**Sequential cells grouped by signal name**

Drawn at 4 px/um.
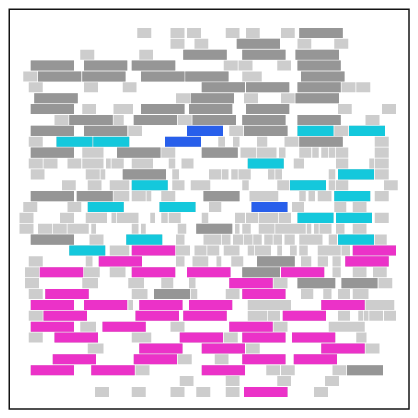
**A small window of the routed layout**

Region (62, 62) to (87, 87) um. Cells in gray, sequential cells in the stronger gray; small squares are vias.
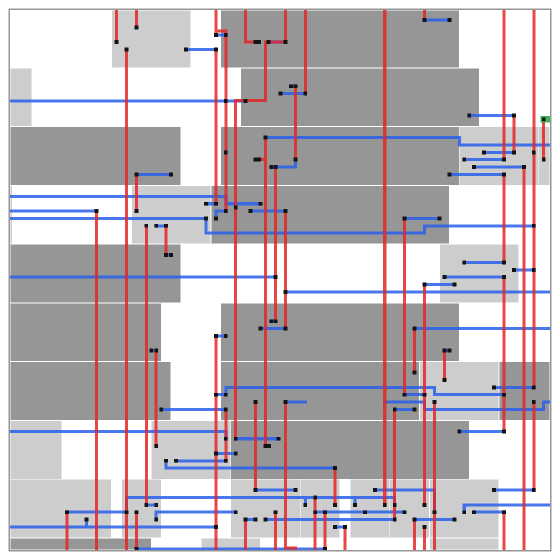
**Signal wires on met1**

Drawn at 3 px/um.
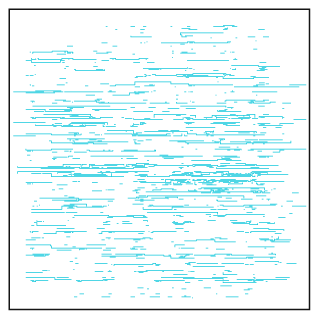
==> config.mk <==
export PLATFORM = sky130hd
export DESIGN_NAME = gprs_wb_arbiter_flat
export DESIGN_NICKNAME = d
export VERILOG_FILES = /design/src/rtl/gprs_pkg.sv /design/src/rtl/gprs_wb_arbiter_if.sv /design/src/rtl/wb_fifo.sv /design/src/rtl/gprs_wb_arbiter.sv /design/src/flat_wrapper.sv
export SDC_FILE = /design/constraint.sdc
export NUM_CORES = 1
export LEC_CHECK = 0
export CAP_MARGIN = 20
export CORE_MARGIN = 2
export CORE_UTILIZATION = 45
export CTS_BUF_LIST = sky130_fd_sc_hd__clkbuf_2 sky130_fd_sc_hd__clkbuf_4 sky130_fd_sc_hd__clkbuf_8
export CTS_CLUSTER_SIZE = 25
export DETAILED_ROUTE_END_ITERATION = 8
export GPL_TIMING_DRIVEN = 0
export PLACE_DENSITY_LB_ADDON = 0.15
export SLEW_MARGIN = 25
export SYNTH_ARGS = -nofsm -noshare
export SYNTH_HDL_FRONTEND = slang
export SYNTH_SLANG_ARGS = --single-unit
==> constraint.sdc <==
create_clock -name clk -period 1.8 [get_ports clk]
set_clock_uncertainty 0.15 [all_clocks]
set_input_delay 0.18 -clock clk [delete_from_list [all_inputs] [get_ports clk]]
set_output_delay 0.18 -clock clk [all_outputs]
set_load 0.02 [all_outputs]
==> impl_metrics.tcl <==
# collected from the flow reports
set metrics [dict create \
    status "finished clean" \
    drc 0 \
    n_all_buffers 82 \
    ant_nets 0 \
    die_height_um 99.6 \
    edf_count 76 \
    fp_nets 294 \
    pwr_density_cell_nw_per_um2 1740 \
    path_clk_slew_ps 100 \
    required_ps 1890 \
    rows 34 \
    grt_pass1_vias 2412 \
    cts_resized 20 \
    fin_cells 440 \
    grt_max_degree 30 \
    logic_family "multiplexers" \
    p_clk_share_pct 15.9 \
    whs_ps 59.6 \
    dp_cells 421 \
    cts_max_level 3 \
    endpoint_kind "flip-flop" \
    met1_length_um 3370 \
    final_cell_mix "edfxtp_1 (76), clkdlybuf4s50_1 (61), mux2i_1 (32)" \
    p_comb_share_pct 43.4 \
    first_pass_iters 5 \
    timing.critical_path.fanout_max 10 \
    fin_ws_ps 61.4 \
    crit_buf_inv 3 \
    seq_share_pct 57.5 \
    grtUsageMet1_pct 20.7 \
    top_usage_layer "met2" \
    grt_usage_pct 17.0 \
    warning_count 29 \
    io_pins 64 \
    cap_violations 0 \
    synthMuxAreaShare_pct 9.44 \
    area_dominant_class "sequential cells" \
    synth_chip_area_um2 4110 \
    finalWeightedCongestion 0.770 \
    drt_iter0_drc 72 \
    min_period_ps 1740 \
    post-route-period-util_pct 96.6 \
    ys.flops 105 \
    slew_violations 0 \
    seq_power_share_pct 40.6 \
    overflow 0 \
    n_sequential_cell 105 \
    ys_cells 250 \
    diodes 0 \
    fin_area_um2 5240 \
]
About 'sequential cells grouped by signal name':
| name in the netlist | color | sequential cells |
|---|---|---|
| `u_core.bus.wd` | cyan | 16 |
| `u_core.bus.ws` | blue | 3 |
| `u_core.u_fifo0.mem` | magenta | 38 |
not colored: 48
final core occ: 59.5%
Reg area: 3010 um^2

About 'a small window of the routed layout':
| layer | color |
|---|---|
| met1 | blue |
| met2 | red |
| met3 | green |
most frequent: edfxtp_1 (10), mux2i_1 (6), o21ai_0 (4)
cells with their middle in the window: 25
sequential cells in the window: 11

About 'signal wires on met1':
longest straight run: 32.2 um
main direction: horizontal
share of all routed wire: 42%
nets with wire on the layer: 326
final WL: 8060 um
vias post-DR: 2358

